`src/rtl/piso_pkg.sv`:
```
// Shared types and helpers for the parallel-in/serial-out front end.
package piso_pkg;

  typedef enum logic [1:0] {
    IDLE   = 2'd0,
    SHIFT  = 2'd1,
    PARITY = 2'd2
  } state_t;

  // Bit-counter width for a WIDTH-bit word.
  function automatic int unsigned CNT_W(input int unsigned width);
    return (width > 2) ? $clog2(width) : 1;
  endfunction

endpackage

```
`src/rtl/piso_serializer.sv`:
```
// Serializes WIDTH-bit words onto a registered one-bit line, gapless under continuous in_valid.
// Build option: define PISO_PARITY_EN to append an even-parity bit after each word.
module piso_serializer
  import piso_pkg::*;
#(
  parameter int unsigned WIDTH     = 8,
  parameter bit          MSB_FIRST = 1'b1,
  parameter bit          IDLE_BIT  = 1'b0
) (
  input  logic             clk,
  input  logic             reset,
  input  logic [WIDTH-1:0] in_data,
  input  logic             in_valid,
  output logic             in_ready,
  output logic             serial_out,
  output logic             serial_valid,
  output logic             busy,
  output logic             word_done
);

`ifdef PISO_PARITY_EN
  localparam bit ParityEn = 1'b1;
`else
  localparam bit ParityEn = 1'b0;
`endif

  localparam int unsigned     CntW    = CNT_W(WIDTH);
  localparam logic [CntW-1:0] CntLast = CntW'(WIDTH - 1);

  state_t           state_q, state_d;
  logic [WIDTH-1:0] sreg_q, sreg_d;
  logic [CntW-1:0]  cnt_q, cnt_d;
  logic             par_q, par_d;
  logic             serial_q, serial_d;
  logic             sval_q, sval_d;
  logic             done_q, done_d;
  logic             last_bit;
  logic             accept;

  assign last_bit = (cnt_q == CntLast);
  assign accept   = in_valid & in_ready;

  // Ready depends only on state/count so upstream never sees a combinational loop.
  always_comb begin
    in_ready = 1'b0;
    if (!reset) begin
      unique case (state_q)
        IDLE:    in_ready = 1'b1;
        SHIFT:   in_ready = !ParityEn && last_bit;
        PARITY:  in_ready = ParityEn;
        default: in_ready = 1'b0;
      endcase
    end
  end

  always_comb begin
    state_d = state_q;
    sreg_d  = sreg_q;
    cnt_d   = cnt_q;
    par_d   = par_q;
    unique case (state_q)
      IDLE: ;
      SHIFT: begin
        if (!last_bit) begin
          cnt_d  = cnt_q + CntW'(1);
          sreg_d = MSB_FIRST ? {sreg_q[WIDTH-2:0], 1'b0} : {1'b0, sreg_q[WIDTH-1:1]};
        end else begin
          state_d = ParityEn ? PARITY : IDLE;
        end
      end
      PARITY:  state_d = IDLE;
      default: state_d = IDLE;
    endcase
    if (accept) begin
      state_d = SHIFT;
      sreg_d  = in_data;
      cnt_d   = '0;
      par_d   = ^in_data;
    end
  end

  // Line outputs are derived from next state so they register alongside it.
  always_comb begin
    serial_d = IDLE_BIT;
    sval_d   = 1'b0;
    done_d   = 1'b0;
    unique case (state_d)
      SHIFT: begin
        serial_d = MSB_FIRST ? sreg_d[WIDTH-1] : sreg_d[0];
        sval_d   = 1'b1;
        done_d   = !ParityEn && (cnt_d == CntLast);
      end
      PARITY: begin
        serial_d = par_d;
        sval_d   = 1'b1;
        done_d   = 1'b1;
      end
      default: ;
    endcase
  end

  always_ff @(posedge clk or posedge reset) begin
    if (reset) begin
      state_q  <= IDLE;
      sreg_q   <= '0;
      cnt_q    <= '0;
      par_q    <= 1'b0;
      serial_q <= IDLE_BIT;
      sval_q   <= 1'b0;
      done_q   <= 1'b0;
    end else begin
      state_q  <= state_d;
      sreg_q   <= sreg_d;
      cnt_q    <= cnt_d;
      par_q    <= par_d;
      serial_q <= serial_d;
      sval_q   <= sval_d;
      done_q   <= done_d;
    end
  end

  assign serial_out   = serial_q;
  assign serial_valid = sval_q;
  assign word_done    = done_q;
  assign busy         = (state_q != IDLE);

endmodule

```
`config.mk`:
```
export PLATFORM = sky130hd
export DESIGN_NAME = piso_serializer
export DESIGN_NICKNAME = d
export VERILOG_FILES = /design/src/rtl/piso_pkg.sv /design/src/rtl/piso_serializer.sv
export SDC_FILE = /design/constraint.sdc
export NUM_CORES = 1
export LEC_CHECK = 0
export CAP_MARGIN = 20
export CELL_PAD_IN_SITES_DETAIL_PLACEMENT = 2
export CELL_PAD_IN_SITES_GLOBAL_PLACEMENT = 2
export CORE_UTILIZATION = 37
export CTS_CLUSTER_SIZE = 16
export DETAILED_ROUTE_END_ITERATION = 10
export DONT_BUFFER_PORTS = 1
export PLACE_DENSITY_LB_ADDON = 0.2
export SETUP_SLACK_MARGIN = 0.05
export SLEW_MARGIN = 10
export SYNTH_ARGS = -nofsm -noshare
export SYNTH_HDL_FRONTEND = slang
export SYNTH_SLANG_ARGS = --single-unit
```
`constraint.sdc`:
```
create_clock -name clk -period 2.2 [get_ports clk]
set_input_delay 0.33 -clock clk [delete_from_list [all_inputs] [get_ports clk]]
set_output_delay 0.33 -clock clk [all_outputs]
set_load 0.01 [all_outputs]
```
### Wiring heat map, run 1

10 x 10 tiles, from black (low) to pale yellow (high), scaled to the fullest tile. Values are wire area over tile area, all layers added.
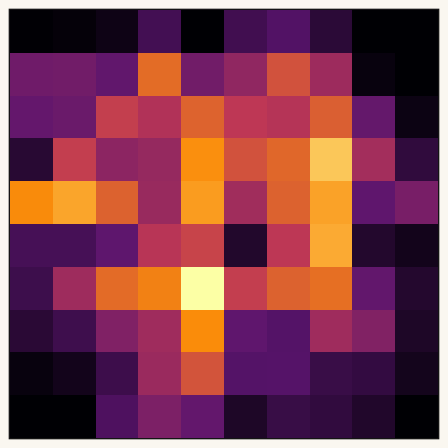
The fullest tile reaches 0.34. 9.0% of the tiles are nearly empty. The densest ninth of the die: middle. The mean over all tiles is 0.11.

### Placement view, run 1

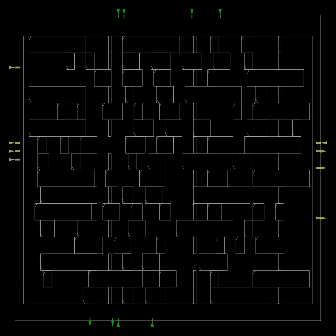
number of inserted filler cells in the final layout: 223
row cnt: 16

### Sequential cells grouped by signal name, run 1

Other sequential cells in the stronger gray, the rest of the logic in the fainter gray.
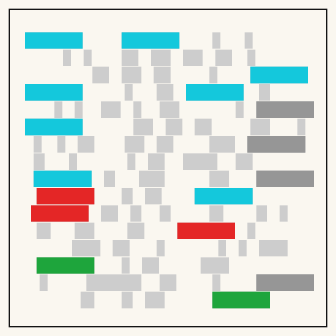
Key: red = cnt_q [flops 3]; green = state_q [flops 2]; cyan = sreg_q [flops 8]
Another 4 sequential cells are not colored.

run 1: cell usage after synthesis:
master                      count
sky130_fd_sc_hd__a2111oi_0      1
sky130_fd_sc_hd__a21boi_1       1
sky130_fd_sc_hd__a21oi_1        4
sky130_fd_sc_hd__a22oi_1        6
sky130_fd_sc_hd__a31o_1         1
sky130_fd_sc_hd__and2_2         1
sky130_fd_sc_hd__and2b_1        1
sky130_fd_sc_hd__clkbuf_1       1
sky130_fd_sc_hd__conb_1         2
sky130_fd_sc_hd__dfrtp_1       17
sky130_fd_sc_hd__ha_1           3
sky130_fd_sc_hd__inv_1          4
sky130_fd_sc_hd__mux2_2         1
sky130_fd_sc_hd__mux2_4         1
sky130_fd_sc_hd__nand2_1       13
sky130_fd_sc_hd__nand2b_2       1
sky130_fd_sc_hd__nand3b_1       1
sky130_fd_sc_hd__nand4_1        1
sky130_fd_sc_hd__nor2_1         3
sky130_fd_sc_hd__nor2_4         1
sky130_fd_sc_hd__nor2b_1        1
sky130_fd_sc_hd__nor3_1         1
sky130_fd_sc_hd__nor4b_4        1
sky130_fd_sc_hd__o21ai_0        3
sky130_fd_sc_hd__or2_2          1
sky130_fd_sc_hd__xnor2_1        7
sky130_fd_sc_hd__xor2_1         1
run 1: sequential cells by signal, indices dropped and copies added (netlist names):
register / cells
cnt_q: 3
par_q: 1
serial_out: 1
serial_valid: 1
sreg_q: 8
state_q: 2
word_done: 1
run 1: power by group through the flow:
stage	clock [mW]	combinational, mW	sequential [mW]
2_1_floorplan	0	0.154	0.436
3_3_place_gp	0	0.191	0.448
3_5_place_dp	0	0.202	0.449
4_1_cts	0.180	0.203	0.445
5_1_grt	0.185	0.228	0.453
6_report	0.172	0.201	0.444
run 1: how the worst min path moves through the flow:
stage               depth (start not counted)  slack (ps)  start    endpoint
floorplan                                   1         260  reset    cnt_q[0]
global route                                1          60  reset  state_q[1]
detailed placement                          1         350  reset  state_q[1]
finish                                      1          -2  reset  state_q[1]
global placement                            1         350  reset  state_q[1]
CTS                                         1          20  reset   sreg_q[1]
run 1: layout make-up:
type                    instances  area (sq um)
repair buffers                  4          30.0
clock buffers                   4          26.3
inverters                       4          15.0
well taps                      27          33.8
fillers                       223          1110
flip-flops and latches         17           425
multi-input cells              58           400
run 1: worst register-to-register path, cell delays in order (launching register included):
cell	delay [ps]
sky130_fd_sc_hd__dfrtp_1	370
sky130_fd_sc_hd__ha_1	190
sky130_fd_sc_hd__a21boi_1	110
sky130_fd_sc_hd__nor4b_4	460
sky130_fd_sc_hd__nor2_1	170
sky130_fd_sc_hd__ha_1	360
sky130_fd_sc_hd__inv_1	90
sky130_fd_sc_hd__a31o_1	140
run 1: per-stage QoR:
stage / utilization (%) / setup WS [ps] / instances / instance area (sq um) / hold slack (ps)
2_1_floorplan: - / 328 / 80 / 845 / 256
3_3_place_gp: 44.3 / 324 / 110 / 905 / 347
3_5_place_dp: 44.3 / 249 / 110 / 905 / 351
4_1_cts: 45.6 / 223 / 114 / 931 / 20.0
5_1_grt: 45.6 / 108 / 114 / 931 / 55.2
6_report: 45.6 / 241 / 114 / 931 / -1.70
==> notes.org, run 1 <==
#+TITLE: Physical design notes

** Detailed routing
- The detailed router put a total of 860 um of wire on met1.
- Antenna Nets Post-Route :: 0
- For this block, the initial DRC count from the detailed router was 5.

** Cells and area
- The repair_antennas step left the layout with diodes totalling 0.

** Power
- Largest voltage drop on the vdd net :: 354 uV
- The clock network burns 21.0% of the power.
- Sw Pwr :: 258 uW
- Sequential cells account for 54.4% of the total power.

** Worst setup path
- Endpoint of the worst register-to-register path :: serial_out
- R2r startpoint :: cnt_q[0]
- The largest single stage delay on the critical path is 460 ps.
- The worst setup path is launched from a register.
- Data on the critical path arrives at its endpoint at 2190 ps.
- R2r setup slk :: 240 ps

** Global route
- Most crowded layer after global routing :: met2
- Pin count of the biggest net entering global routing :: 18

** Synth
- Post-synth area from yosys stat :: 841 sq um
- Synth unique cells :: 27

** Final timing
- Endpoints failing hold in the final report were tallied at 5.
- Final max-slew violation count :: 0
- Hold timing on the final database bottoms out at a slack of -1.70 ps.
- Total negative setup slack :: 0 ps

** Status
- Status :: complete, but fails checks
- The checks that failed: negative hold slack.

** Clock tree
- The registers of the reported paths see a clock transition of 100 ps.
==> inputs of run 2 (changes only) <==
--- a/config.mk
+++ b/config.mk
@@ -9,5 +9,5 @@
 export CELL_PAD_IN_SITES_DETAIL_PLACEMENT = 2
 export CELL_PAD_IN_SITES_GLOBAL_PLACEMENT = 2
-export CORE_UTILIZATION = 37
+export CORE_UTILIZATION = 34
 export CTS_CLUSTER_SIZE = 16
 export DETAILED_ROUTE_END_ITERATION = 10
==> constraint.sdc (replaced) <==
create_clock -name clk -period 1.7 [get_ports clk]
set_input_delay 0.34 -clock clk [delete_from_list [all_inputs] [get_ports clk]]
set_output_delay 0.34 -clock clk [all_outputs]
set_load 0.01 [all_outputs]
### Wiring heat map, run 2

10 x 10 tiles, from black (low) to pale yellow (high), scaled to the fullest tile. Values are wire area over tile area, all layers added.
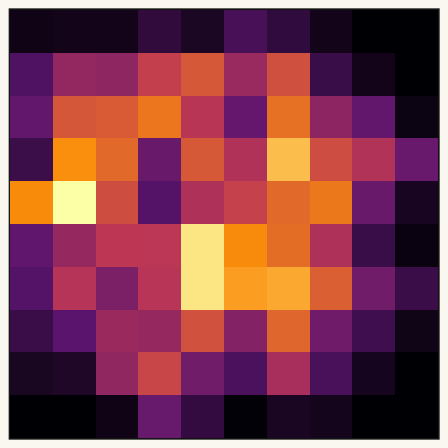
28% of the tiles are over half the peak. The mean over all tiles is 0.13. The fullest tile reaches 0.37. The densest ninth of the die: middle. 9.0% of the tiles are nearly empty.

### The metal 3 layer, run 2

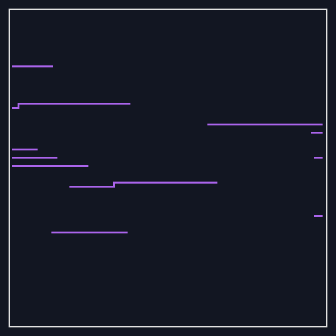
10 nets have wire on it. The wires run mostly horizontal. The longest straight run is 18.6 um.
vias after detailed routing: 642
routing usage on met3: 6.43%

==> run 2 against run 1 <==
Effect of this change:
- the flow finishes with violations (negative setup slack)
- final cell count increased by 11%
- wire length increased by 22%
- sequential share of layout area decreased by 8.5 points
- synthesized cell count unchanged
- clock power increased by 29%
- sequential cell count unchanged
- maximum frequency increased by 13%
- synthesized area unchanged
- final area increased by 23%
- combinational power increased by 97%
- critical path depth decreased by 1
- highest routed layer unchanged
==> notes.org, run 2 <==
#+TITLE: Physical design notes

** Status
- Status :: complete, but fails checks
- Failing checks :: negative setup slack

** Synth
- In the synthesized netlist, the cells that appear most often are sky130_fd_sc_hd__dfrtp_1, sky130_fd_sc_hd__nand2_1, sky130_fd_sc_hd__xnor2_1, sky130_fd_sc_hd__a22oi_1.
- Synth unique cells :: 27 (unchanged)
- Most popular library cell in the synthesized design by count :: sky130_fd_sc_hd__dfrtp_1
- The chip area in the Yosys report came to 841 sq um (unchanged).
- Async set-reset flop share out of synthesis :: 100% (unchanged)
- Per the synth stats, the flop cell with the highest instance count is sky130_fd_sc_hd__dfrtp_1.
- The number of flops mapped to enable cells by yosys was 0 (unchanged).
- Cell area after synthesis :: 841 sq um

** Cells and area
- Number of antenna diodes :: 0 (unchanged)
- The multi-input logic area is 510 sq um (+28%).
- The number of flip-flops in the largest register was 8 (unchanged).
- The register cell area after layout came to 425 sq um (unchanged).
- In the final layout, the registers with the most flip-flops are sreg_q x8, cnt_q x3, state_q x2.
- The summed area of non-filler cells in the final layout is 1140 sq um (+23%).
- Largest Register :: sreg_q
- Number of inserted filler cells in the final layout :: 220 (-1.3%)

** Die
- From bottom edge to top edge, the die measures 51.7 um.
- The number of standard-cell rows in the floorplan came to 17 (+1).
- Effective utilization at floorplan :: 36.9%
- Core ar. :: 2280 sq um

** Clock tree
- The CTS clock-pin slew for the worst setup and hold paths is 110 ps (about the same).

** Worst setup path
- CP Launch Type :: register
- For the worst setup path, the data required time is 1890 ps.
- The critical path in this run is classified as reg -> reg.

** Final timing
- The last timing report of the flow puts the setup violation total at 1.
- Hold WS :: 18.3 ps (+20.0 ps)
- Final max-slew violation count :: 0 (unchanged)
- Worst Slack Setup Final :: -35.1 ps (-276 ps)
- Final tally of hold violations :: 0 (-5)

** Placement
- Placed Area :: 953 sq um (+5.4%)
- Buffers added on ports :: 0

** Global route
- Global routing used 17.8% of the available tracks across all layers.
- Pin count of the biggest net entering global routing :: 18 (unchanged)

** Detailed routing
- Starting DRT DRC Count :: 1 (-4)
- The residual antenna-violating net count after detailed routing is 0 (unchanged).

** Power
- Largest voltage drop on the vdd net :: 703 uV (+99%)
[run 2: cell counts after synthesis]
Identical to the previous run, type by type.
[run 2: area by class of cell]
| class | instances | share of cell area [%] |
|---|---|---|
| Multi-Input combinational cell | 58 | 44.6 |
| Sequential cell | 17 | 37.2 |
| Timing Repair Buffer | 16 | 11.5 |
| Tap cell | 28 | 3.06 |
| Clock buffer | 4 | 2.30 |
| Inverter | 4 | 1.31 |
[run 2: per-stage QoR]
stage | util (%) | setup TNS [ps] | power (mW) | setup WS [ps] | std cells
6_report | 50.2 | -35.1 | 1.21 | -35.1 | 127
4_1_cts | 44.6 | -22.9 | 1.12 | -22.9 | 123
2_1_floorplan | - | -33.8 | 0.773 | -33.8 | 80
3_3_place_gp | 41.9 | -0.434 | 0.859 | -0.434 | 116
5_1_grt | 50.2 | -95.7 | 1.29 | -81.5 | 127
3_5_place_dp | 41.9 | -55.7 | 0.886 | -55.7 | 116
[run 2: metal layers]
metal	GRT usage, %	up-vias	share of wire [%]
li1	-	304	-
met1	20.4	324	42
met2	30.1	12	52
met3	6.43	2	4.8
met4	6.76	0	1.2
met5	0	-	0
[run 2: cells by family after synthesis]
logic type | count (synthesis)
AND-OR/OR-AND | 16
XOR/XNOR | 8
adder cells (fa/ha/maj) | 3
buffers and inverters | 5
flip-flops | 17
multiplexers | 2
other | 2
AND/OR/NAND/NOR | 26
[run 2: what timing repair did]
| item | 4_1_cts | 5_1_grt |
|---|---|---|
| setup buffers | 3 | 5 |
| resized | 3 | 17 |
| pin swaps | 0 | 15 |
| endpoints found under the hold margin | 0 | 0 |
| hold buffers | 0 | 0 |
| setup endpoints to repair | 7 | 5 |
[run 2: path summary, 6_finish.rpt]
path	from	cells past startpoint	to	slack, ps
max reg2reg	cnt_q[0]	6	serial_out	-40
min	reset	1	cnt_q[2]	20
min in group clk	in_data[0]	2	sreg_q[0]	170
min reg2reg	sreg_q[4]	2	sreg_q[4]	510
max	cnt_q[0]	6	serial_out	-40
max in group asynchronous	reset	1	cnt_q[1]	1250
[run 2: where the power goes]
| part | internal, mW | switching, mW |
|---|---|---|
| sequential | 0.510 | 0.0856 |
| clock | 0.0913 | 0.131 |
| combinational | 0.211 | 0.186 |
[run 2: worst max-delay path, cell delays in order (launching register included)]
cell and delay (ps):
sky130_fd_sc_hd__dfrtp_1 420, sky130_fd_sc_hd__ha_4 190, sky130_fd_sc_hd__and2_4 150, sky130_fd_sc_hd__nor2_4 100, sky130_fd_sc_hd__mux2_4 310, sky130_fd_sc_hd__mux2_4 270
sky130_fd_sc_hd__a31o_1 190
Power is estimated from default activity; no workload was simulated.
